==> src/rtl/rptr_empty_level.sv <==
// rptr_empty_level: read-side async FIFO pointer with empty, almost-empty, level and underflow flags.
// Write pointer is Gray-synchronised into rclk; every flag is registered from the next-state read pointer.
module rptr_empty_level #(
    parameter int ADDRSIZE    = 4,
    parameter int SYNC_STAGES = 2,
    parameter int AE_THRESH   = 2
) (
    input  logic                rclk,
    input  logic                rrst_n,
    input  logic [ADDRSIZE:0]   wptr,
    input  logic                rinc,
    input  logic                rclr_err,
    output logic [ADDRSIZE-1:0] raddr,
    output logic [ADDRSIZE:0]   rptr,
    output logic                rempty,
    output logic                ralmost_empty,
    output logic [ADDRSIZE:0]   rlevel,
    output logic                runderflow
);
    localparam logic [ADDRSIZE:0] AE = (ADDRSIZE+1)'(AE_THRESH);

    logic [ADDRSIZE:0] wq [SYNC_STAGES];
    logic [ADDRSIZE:0] wq_sync, wbin_sync;
    logic [ADDRSIZE:0] rbin, rbinnext, rgraynext, rdiff;

    always_ff @(posedge rclk) begin
        if (!rrst_n) begin
            for (int i = 0; i < SYNC_STAGES; i++) wq[i] <= '0;
        end else begin
            wq[0] <= wptr;
            for (int i = 1; i < SYNC_STAGES; i++) wq[i] <= wq[i-1];
        end
    end

    assign wq_sync = wq[SYNC_STAGES-1];

    for (genvar g = 0; g <= ADDRSIZE; g++) begin : g_g2b
        assign wbin_sync[g] = ^(wq_sync >> g);
    end

    // Modulo subtraction keeps the level correct across pointer wrap; a full FIFO gives 2^ADDRSIZE.
    assign rbinnext  = rbin + (ADDRSIZE+1)'(rinc & ~rempty);
    assign rgraynext = (rbinnext >> 1) ^ rbinnext;
    assign rdiff     = wbin_sync - rbinnext;
    assign raddr     = rbin[ADDRSIZE-1:0];

    always_ff @(posedge rclk) begin
        if (!rrst_n) begin
            rbin          <= '0;
            rptr          <= '0;
            rempty        <= 1'b1;
            ralmost_empty <= 1'b1;
            rlevel        <= '0;
            runderflow    <= 1'b0;
        end else begin
            rbin          <= rbinnext;
            rptr          <= rgraynext;
            rempty        <= rgraynext == wq_sync;
            ralmost_empty <= rdiff <= AE;
            rlevel        <= rdiff;
            runderflow    <= (rinc & rempty) | (runderflow & ~rclr_err);
        end
    end
endmodule

==> config.mk <==
export PLATFORM = sky130hd
export DESIGN_NAME = rptr_empty_level
export DESIGN_NICKNAME = d
export VERILOG_FILES = /design/src/rtl/rptr_empty_level.sv
export SDC_FILE = /design/constraint.sdc
export NUM_CORES = 1
export LEC_CHECK = 0
export ABC_CLOCK_PERIOD_IN_PS = 7000
export CAP_MARGIN = 20
export CORE_ASPECT_RATIO = 0.8
export CORE_MARGIN = 2
export CORE_UTILIZATION = 40
export CTS_BUF_LIST = sky130_fd_sc_hd__clkbuf_8
export DETAILED_ROUTE_END_ITERATION = 7
export PLACE_DENSITY = 0.71
export SLEW_MARGIN = 10
export SYNTH_ARGS = -nofsm -noshare
export SYNTH_HDL_FRONTEND = slang
export SYNTH_SLANG_ARGS = --single-unit
==> constraint.sdc <==
create_clock -name rclk -period 7 [get_ports rclk]
set_input_delay 0.7 -clock rclk [delete_from_list [all_inputs] [get_ports rclk]]
set_output_delay 0.7 -clock rclk [all_outputs]
set_load 0.02 [all_outputs]
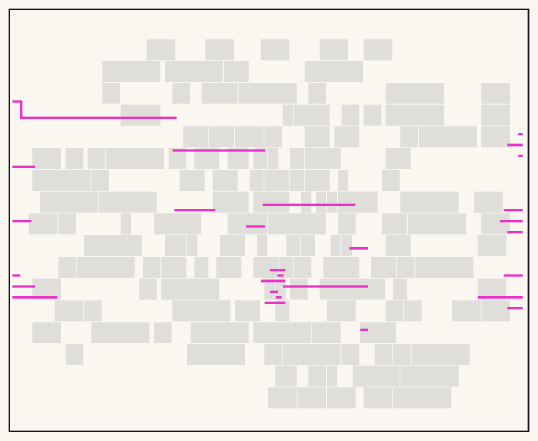
**Above:** signal wires on met3.
Scale: 8 px per um. Cells faint in the background.
share of all routed wire	5.1%
nets with wire on the layer	21
main direction	horizontal
longest straight run	19.3 um
wire length on this layer	103 um
detailed-route via count: 863
Total Wirelength: 2.016 mm
global-route track usage on met3: 3.871%

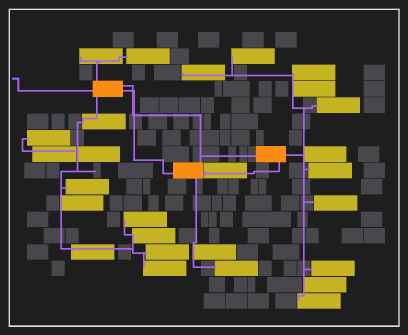
**Above:** clock network drawn from the DEF.
Scale: 6 px per um.
[purple] clock wires | length: 294 um
[yellow] flip-flops | count: 27
[orange] clock drivers | count: 3
routed clock nets	4

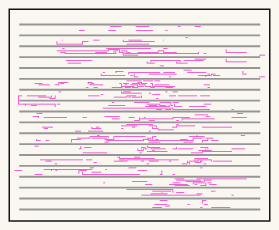
**Above:** metal 1.
Scale: 4 px per um. Supply wires on this layer in grey.
wire length on this layer	848 um
main direction	horizontal
nets with wire on the layer	140
grt met1 use: 15.62%

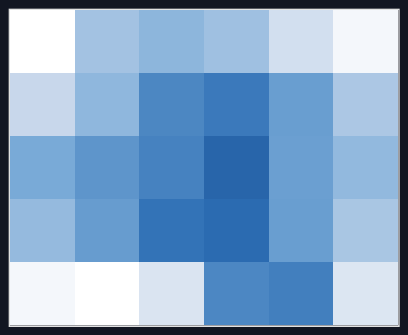
**Above:** cell density map.
Scale: 6 px per um. 6 x 5 tiles, from white (low) to dark blue (high), 0 to 100% covered.
tiles over 75% full	6.7%
emptiest ninth of the die	south-west
mean over tiles	43%
densest ninth of the die	centre
nearly empty tiles	6.7%
fullest tile	79%

==> notes.md <==
Implementation results.

The flow ran to the end, and the final reports show no timing, DRC or antenna violations. After clock tree synthesis, the setup repair step added 0 buffers. The post-route cell area is 1511 sq um. For reference, the post-synthesis area per instance comes to 10.17 sq um. The most repeated library cell on the critical path is sky130_fd_sc_hd__ha_1. The violation count after the first detailed-route iteration is 32. Sorting the synthesized cells by how often they occur yields sky130_fd_sc_hd__dfxtp_1, sky130_fd_sc_hd__and2_1, sky130_fd_sc_hd__xnor2_1, sky130_fd_sc_hd__xor2_1. The worst setup path is launched from an input pin.

The origin of the critical flop-to-flop path is rempty. The switching share of power is 27.44%. The power drawn by the clock network is 84.2 uW.

The leftover overflow at the end of global routing is 0. The biggest slice of the total power is consumed by registers. The xor and xnor fraction of the mapped netlist area is 18.03%. The flow inserted 38 tap cells. The slew of the pin with the lowest slew margin is 707.4 ps.

For the worst-skew pair, the clock arrives at the later sink with an insertion delay of 270 ps. Non-clock buffering takes up 16.56% of total cell area after layout. The tightest slew margin relative to the limit is 52.69%. The initial antenna violation count is 0. The non-filler instance count after layout is 180. In the final layout, the multi-input gates occupy 609.3 sq um. On the final layout, the worst hold slack is 437.9 ps.

The register area share after synthesis is 45.81%. In this run, post-CTS repair resized a total of 0 instances. The synthesis area per yosys is 1180 sq um. The amount of wire on met3 after detailed routing is 103 um. Across all setup checks in the final design, the least slack found is 3531 ps. The final cell utilization of the core is 54.24%. The start point of the critical path is rinc. The remaining number of nets flagged by the antenna check after routing is 0. The worst-case setup slack after placement is 3268 ps. The highest cell delay on the worst timing path is 480 ps. Sorting the Yosys area breakdown by cell type puts at the top sky130_fd_sc_hd__dfxtp_1. The switching component of the power was reported as 95.56 uW. The critical path's slowest stage uses the library cell sky130_fd_sc_hd__clkdlybuf4s50_1. The post-synthesis adder-cell area fraction is 6.363%. The internal cell power is 252.6 uW.

The setup check on the worst reg-to-reg path leaves a slack of 4130 ps. According to the timing report, the arrival time at the worst endpoint equals 3670 ps. Dividing the detail-routed via count by the number of cells gives 4.794. The max-cap violation count is 0. Cells with a size suffix above 1 make up 4.225% of the layout. Per the hold report, the tightest min-delay path originates at wq[0][2]. The total of flip-flops plus latches after synthesis is 27. The cell-mix breakdown from Yosys lists the simple-gate area share as 20.57%. The share of cell area taken by muxes after synthesis is 0%. The number of I/O pins is 26. The leakage power is 0.0006087 uW. The logs give a warning total of 26. The clock slew at the register clock pins of the worst setup and hold paths is 90 ps. The share of final layout cell area taken by clock buffers and inverters is 2.980%.

The minimum clock period is 3469 ps. Setup repair after global routing left no endpoint under its margin. The cell at the root of the clock tree is sky130_fd_sc_hd__clkbuf_8. The cell count in the Yosys report is 116.

The flow reports that the clock network draws 24.2% of the design power. The reg-to-reg endpoint is ralmost_empty. The timing report lists the critical path depth as 13 cells.

The H-tree depth reported by CTS is 1. The finished design was reported to have a net count of 158. In the hold timing report, the worst path depth is 1. In this build the clock could be raised as far as 0.2883 GHz.

Traced cell by cell, the critical path runs through clkdlybuf4s50_1 -> nor2b_1 -> ha_1 -> ha_1 -> xor2_1 -> inv_1 -> ha_1 -> inv_1 -> nor3_1 -> a311o_1 -> xnor2_1 -> o22a_1 -> o31ai_2. The highest supply drop recorded on VDD is 0.0001187 V. The number of global-route vias before repair was 828. In the final layout, multi-input gates take up 40.31% of the cell area. By instance count after routing, the leading logic cell type is sky130_fd_sc_hd__dfxtp_1. The worst setup skew after layout is 4.696 ps. The final power report lists total power as 348.2 uW. The main combinational cell family by area after synthesis is simple AND/OR/NAND/NOR gates. The total of endpoints with negative setup slack in the final report is 0. Counting every instance in the synthesized netlist gives 116.

The worst path uses 49.56% of the clock period. The total nets after synthesis is 131. According to the floorplan log, the row count is 17. In the detailed route, the total length drawn on met2 is 1.028 mm. The number of instances in the placed design is 176. The count of buffers added on input and output ports is 25. Per the run report, area growth between synthesis and finish was 28.10%.

For this block, wires on met1 add up to 847 um. The fraction of cell area in sequential cells is reported as 35.76%. According to the timing report, the data required time at the worst endpoint equals 7200 ps.

The post-DP HPWL is 1.544 mm. The number of synthesized flops with an enable pin is 0. The post-placement cell area is 1466 sq um. The setup TNS after final layout is 0 ps. The power report attributes to the combinational group a share of 26.6%.

The number of flip-flops under the largest register name is 10. Counting pins that exceed their max-slew limit in the final report gives 0. Per the detail_route log, the uppermost layer with routed signals is met4.

Synthesis instantiated 26 different standard cells from the library. During synthesis, Yosys emitted a total of 0 warnings. The sort of element at the end of the critical path is a flop.

The largest registers in the layout are wq: 10 flops, rbin: 5 flops, rlevel: 5 flops. The power per cell area is 230.4 nW/um^2. STA shows the worst reg2reg path with a cell count of 12. The detailed-route wire length per cell is 11.20 um. The number of ordinary inverters in the final layout is 5. The flip-flop cell with the highest count after synthesis is sky130_fd_sc_hd__dfxtp_1. Entering global routing, the biggest net connects 28 pins. Counting flops with an async set or reset pin after synthesis yields a share of 0%. sky130_fd_sc_hd__dfxtp_1 is the most common cell in the netlist. The worst hold-check path type is reg2reg. The total area inside the core boundary comes to 2786 sq um. The power of the sequential group is 171 uW. Per the cell usage report, the commonest logic cells after layout are sky130_fd_sc_hd__dfxtp_1, sky130_fd_sc_hd__clkdlybuf4s50_1, sky130_fd_sc_hd__and2_1. The power dissipated in combinational cells is 92.6 uW. Per the synthesis report, the single largest cell type by area occupies 45.81% of cell area. The number of buffer and inverter instances along the worst setup path is 3. Per the detail_route report, DRC violations left total 0. Per the OpenROAD floorplan log, the area of the die is 3403 sq um. The final layout report lists a non-clock buffer count of 25. The post-CTS hold buffer count recorded in the log is 0. Broken down by cell family, the worst path's largest delay share belongs to AND-OR/OR-AND gates. No sink is reached through more buffers than the 2 on the longest clock path. The fill cell total of the finished layout is 259. The post-synthesis compound-gate area fraction is 6.681%. Per the TritonCTS log, the buffer count is 3. The routability congestion estimate is 0.8572. Along the worst path, the maximum fanout reaches 6.
Power is estimated from default activity; no workload was simulated.
